Figure 1. I/O nets highlighted.
The bar under the picture is 20 um long.
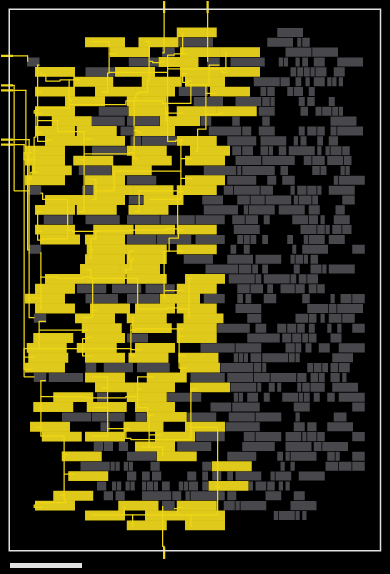
Figure 2. A small window of the routed layout.
Window x 5 to 45, y 92 to 132 um. Cells in grey, sequential cells in the stronger grey; small squares are vias.
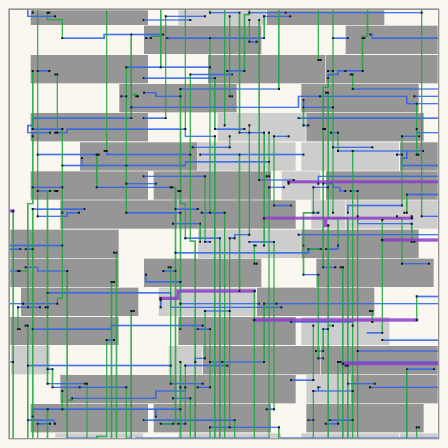
Figure 3. Clock nets.
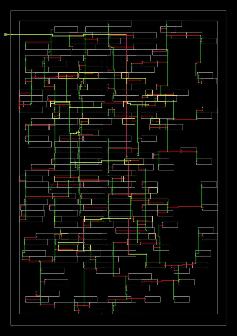
Figure 4. Routed metal, one colour a layer.
Two of the layers only.
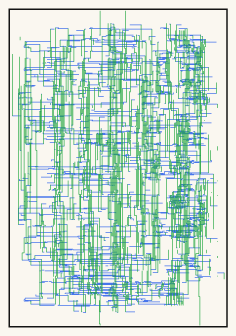
Figure 5. Sequential cells coloured by netlist name.
The bar under the picture is 20 um long. Other sequential cells in the stronger grey, the rest of the logic in the fainter grey.
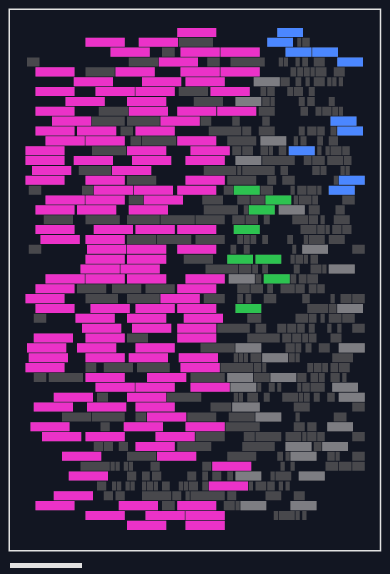
File: config.mk
export PLATFORM = sky130hd
export DESIGN_NAME = uart_tx_fifo
export DESIGN_NICKNAME = d
export VERILOG_FILES = /design/src/rtl/uart_tx_fifo.sv
export SDC_FILE = /design/constraint.sdc
export NUM_CORES = 1
export LEC_CHECK = 0
export CAP_MARGIN = 30
export CORE_ASPECT_RATIO = 1.5
export CORE_MARGIN = 4
export CORE_UTILIZATION = 55
export DETAILED_ROUTE_END_ITERATION = 8
export PLACE_DENSITY_LB_ADDON = 0.12
export SYNTH_ARGS = -nofsm -noshare
export SYNTH_HDL_FRONTEND = slang
export SYNTH_SLANG_ARGS = --single-unit
File: constraint.sdc
create_clock -name clk -period 2.4 [get_ports clk]
set_input_delay 0.24 -clock clk [delete_from_list [all_inputs] [get_ports clk]]
set_output_delay 0.24 -clock clk [all_outputs]
set_load 0.005 [all_outputs]
File: src/rtl/uart_tx_fifo.sv
// UART transmitter with a write FIFO in front of the serializer.
// Accepts one byte per cycle and drains it as 8N1 frames, LSB first.
module uart_tx_fifo #(
    parameter int CLKS_PER_BIT = 868,
    parameter int FIFO_AW      = 4
) (
    input  logic               clk,
    input  logic               rst,
    input  logic               tx_en,
    input  logic [7:0]         tx_data,
    output logic               tx,
    output logic               busy,
    output logic               full,
    output logic               empty,
    output logic [FIFO_AW:0]   level,
    output logic               overflow
);

    localparam int DEPTH = 2 ** FIFO_AW;
    localparam int BW    = $clog2(CLKS_PER_BIT);

    typedef enum logic [1:0] {IDLE, START, DATA, STOP} state_e;

    logic [7:0]         mem [DEPTH];
    logic [FIFO_AW-1:0] wr_q, rd_q;
    logic [FIFO_AW:0]   level_q, level_d;
    logic               full_q, empty_q, busy_q, ovf_q;
    state_e             state_q;
    logic [BW-1:0]      baud_q;
    logic [2:0]         bit_q;
    logic [7:0]         shift_q;
    logic               tx_q;
    logic               push, pop, baud_end, idle_d;

    always_comb begin
        push     = tx_en && !full_q;
        baud_end = (baud_q == BW'(CLKS_PER_BIT - 1));
        pop      = !empty_q &&
                   (state_q == IDLE || (state_q == STOP && baud_end));
        // FSM only lands in IDLE when it is idle or ends a stop bit without a pop
        idle_d   = !pop &&
                   (state_q == IDLE || (state_q == STOP && baud_end));
        level_d  = level_q;
        if (push && !pop) begin
            level_d = level_q + 1'b1;
        end else if (pop && !push) begin
            level_d = level_q - 1'b1;
        end
    end

    always_ff @(posedge clk) begin
        if (push) begin
            mem[wr_q] <= tx_data;
        end
    end

    always_ff @(posedge clk) begin
        if (rst) begin
            wr_q    <= '0;
            rd_q    <= '0;
            level_q <= '0;
            full_q  <= 1'b0;
            empty_q <= 1'b1;
            busy_q  <= 1'b0;
            ovf_q   <= 1'b0;
        end else begin
            if (push) wr_q <= wr_q + 1'b1;
            if (pop)  rd_q <= rd_q + 1'b1;
            level_q <= level_d;
            full_q  <= (level_d == (FIFO_AW + 1)'(DEPTH));
            empty_q <= (level_d == '0);
            busy_q  <= !idle_d || (level_d != '0);
            ovf_q   <= tx_en && full_q;
        end
    end

    always_ff @(posedge clk) begin
        if (rst) begin
            state_q <= IDLE;
            baud_q  <= '0;
            bit_q   <= '0;
            shift_q <= '0;
            tx_q    <= 1'b1;
        end else begin
            case (state_q)
                IDLE: begin
                    tx_q <= 1'b1;
                    if (pop) begin
                        shift_q <= mem[rd_q];
                        baud_q  <= '0;
                        state_q <= START;
                        tx_q    <= 1'b0;
                    end
                end
                START: begin
                    if (baud_end) begin
                        baud_q  <= '0;
                        bit_q   <= '0;
                        state_q <= DATA;
                        tx_q    <= shift_q[0];
                    end else begin
                        baud_q <= baud_q + 1'b1;
                    end
                end
                DATA: begin
                    if (baud_end) begin
                        baud_q  <= '0;
                        shift_q <= shift_q >> 1;
                        if (bit_q == 3'd7) begin
                            state_q <= STOP;
                            tx_q    <= 1'b1;
                        end else begin
                            bit_q <= bit_q + 1'b1;
                            tx_q  <= shift_q[1];
                        end
                    end else begin
                        baud_q <= baud_q + 1'b1;
                    end
                end
                STOP: begin
                    if (baud_end) begin
                        baud_q <= '0;
                        if (pop) begin
                            shift_q <= mem[rd_q];
                            state_q <= START;
                            tx_q    <= 1'b0;
                        end else begin
                            state_q <= IDLE;
                            tx_q    <= 1'b1;
                        end
                    end else begin
                        baud_q <= baud_q + 1'b1;
                    end
                end
                default: state_q <= IDLE;
            endcase
        end
    end

    assign tx       = tx_q;
    assign busy     = busy_q;
    assign full     = full_q;
    assign empty    = empty_q;
    assign level    = level_q;
    assign overflow = ovf_q;

endmodule
==> impl_metrics.csv <==
group,metric,value,unit
outcome,outcome,"complete, no violations",
synth,syn_area,0.00729,mm^2
synth,yosysSeqAreaShare,65.1,%
synth,synth-edff-count,128,
timing,final-setup-viol-count,0,
floorplan,die_w,102,um
synth,syn_nets,494,
floorplan,die_h,149,um
worst_hold_path,min_path_type,"in -> reg",
placement,pre_cts_ws,294,ps
grt,grt_pass1_vias,4151,
timing,slew_headroom,64.1,%
layout,fillers,928,
timing,skew,14.1,ps
clocking,cts.clk_slew.worst_paths,70,ps
grt,track_usage,20.4,%
layout,postLayoutCoreUtil,64.1,%
timing,clock.fmax,0.467,GHz
setup_path,worst-setup-path-type,"reg -> reg",
clocking,clock_latency,420,ps
setup_path,r2r_cells,5,
synth,ys_cells,468,
clocking,cts_tree,"built",
placement,place_area,0.00774,mm^2
clocking,htree_levels,4,
clocking,cts.path.max_buffers,2,
synth,avgSynthCellArea,15.6,um^2
timing,rsz0062_at_grt,"no",
setup_path,worstPathArrival,2440,ps
synth,area_leaders,"edfxtp_1 (53%), dfxtp_1 (12%), mux4_2 (7.4%), mux4_1 (5.4%), ha_1 (2.6%)",
drt,detail-route-antenna-nets,0,
layout,largest_registers,"mem x128, baud_q x10, shift_q x8",
timing,tns,0,ps
timing,finalMaxSlewViolations,0,
timing,whs,452,ps
setup_path,cp.depth,5,
timing,hold_viol,0,
synth,mux_share,14.6,%
synth,synth-simple-area-share,7.97,%
clocking,post-cts-setup-buffers,0,
placement,dpl.hpwl,9710,um
floorplan,core-area,0.0130,mm^2
setup_path,crit_chain,"buf_12 -> mux4_1 -> mux4_2 -> mux2i_1 -> a21oi_1",
floorplan,fp_util,56.0,%
clocking,cts_root_buf,"clkbuf_16",
synth,synth_area_leader_cell,"edfxtp_1",
grt,grt_pass1_wl,22800,um
layout,combGateArea,0.00235,mm^2
clocking,cts-buffers-inserted,17,
setup_path,max_stage_delay,640,ps
setup_path,critPathBufInv,1,
synth,syn_inst,468,
synth,ys_area,0.00729,mm^2
synth,synth.cellmix.xorXnorShare,1.20,%
layout,finalInstanceArea,0.00834,mm^2
synth,synthArstFlopShare,0,%
setup_path,crit_family,"multiplexers",
layout,fin_nets,534,
job,warnings,34,
setup_path,cp_slowest_cell,"mux4_1",
layout,largest_register_ffs,128,
layout,top_register,"mem",
clocking,postCtsHoldBufs,0,
synth,ys_sh_aoi,5.72,%
drt,drtIter0Drc,239,
synth,flop_cell,"edfxtp_1",
synth,fa_ha_area_share,2.71,%
layout,num_antenna_cells,0,
drt,dr.pass1.iters,4,
placement,numPlacedInstances,648,
placement,portBuffers,20,
layout,instances_no_fill,680,
setup_path,start_kind,"flop",
timing,fin_crit,2140,ps
job,cap_violations,0,
floorplan,die_area,0.0152,mm^2
power_and_ir_drop,powerDensity,996,mW/mm^2
synth,synth_cell_types,56,
synth,synth.logic.top_family,"multiplexers",
layout,syn2layout_area_growth,14.4,%
clocking,cts-resized-gates,0,
setup_path,cp-end-kind,"flop",
drt,vias,4028,
grt,antenna_found_initial,0,
power_and_ir_drop,power.total,8.30,mW
floorplan,rows,51,
drt,drc,0,
worst_hold_path,hold_depth,2,
floorplan,pin_count,21,
drt,wl_per_cell,21.0,um
layout,post_route_cells_drive_above_1_share,17.1,%
synth,synth_warnings,0,
timing,worst_slack,258,ps
grt,overflow,0,
grt,grt_max_degree,33,
timing,tightestPinTransition,537,ps
power_and_ir_drop,power_leakage,2.83,nW
synth,ys_seq_elements,173,
placement,gp_congestion,0.872,
setup_path,path_max_fanout,32,
power_and_ir_drop,ir_drop,0.580,mV
layout,final-seq-area,0.00475,mm^2
drt,wl,14300,um
synth,top_area_share,52.7,%
timing,period_used_share,89.2,%
drt,routed_via_density,5.92,
setup_path,cp.required,2700,ps
About Figure 1:
Key: tx_data = yellow [direction input, end cells 128, wire 1390 um]

About Figure 2:
Key: metal 2 = green; metal 1 = blue; metal 3 = purple
47 logic cells have their middle in the window. Sequential cells in the window: 34. Netlist names of flops here include mem (34). Most frequent: edfxtp_1 (34), mux4_2 (3), clkbuf_16 (3).

About Figure 3:
Sink Count: 173
CLK BUF: 17

About Figure 4:
Key: metal 1 = blue [wire length 5410 um]; metal 2 = green [wire length 8270 um]

About Figure 5:
Key: mem = magenta [flops 128]; baud_q = blue [flops 10, where north-east]; shift_q = green [flops 8]

metal layers:
metal | share of wire (%) | wire length, um | up-vias | global-route usage, %
li1 | - | - | 1903 | -
met1 | 38 | 5410 | 2035 | 23.6
met2 | 58 | 8270 | 78 | 37.9
met3 | 3.1 | 445 | 12 | 3.98
met4 | 1.1 | 153 | 0 | 5.71
met5 | 0 | 0 | - | 0
worst paths after layout:
path / start / to / slack, ps
worst max-delay path: flop / shift_q[5]$_SDFFE_PP0P_ / 260
worst min-delay path: tx_en / overflow$_SDFF_PP0_ / 450
worst max register to register: flop / shift_q[5]$_SDFFE_PP0P_ / 260
worst min register to register: bit_q[0]$_SDFFE_PP0P_ / bit_q[0]$_SDFFE_PP0P_ / 490
final cells by class:
type                    instances  share of cell area, %
flip-flops and latches        173                   56.9
multi-input cells             261                   28.2
clock inverters                15                   2.03
well taps                     159                   2.39
clock buffers                  17                   5.10
repair buffers                 45                   4.95
inverters                      10                  0.450
cell usage in the layout (no fill, tap or decap), types with 8 or more instances in the layout:
cell type,Yosys,layout
edfxtp_1,128,128
nor2_1,45,45
dfxtp_1,45,44
mux4_2,24,24
buf_4,4,23
a21oi_1,21,21
clkdlybuf4s50_1,0,20
nand2_1,18,18
o21ai_0,17,17
clkbuf_16,0,17
mux4_1,15,15
ha_1,15,15
mux2i_1,12,12
inv_1,10,10
nor3_1,8,8
cells in the mapped netlist, drive strengths merged (6+ instances only):
master / n
ha: 15
dfxtp: 45
buf: 17
a21oi: 21
inv: 10
mux4: 39
clkbuf: 7
edfxtp: 128
nor2b: 7
mux2i: 12
nor2: 46
and3: 6
o21ai: 17
nand2: 19
nor3: 8
where the power goes:
group | leakage, nW | switching (mW) | internal (mW)
clock | 0.290 | 1.28 | 1.40
sequential | 1.52 | 0.168 | 3.41
combinational | 1.02 | 1.08 | 0.969
No activity file was given, so power comes from the tool's default toggle rates.
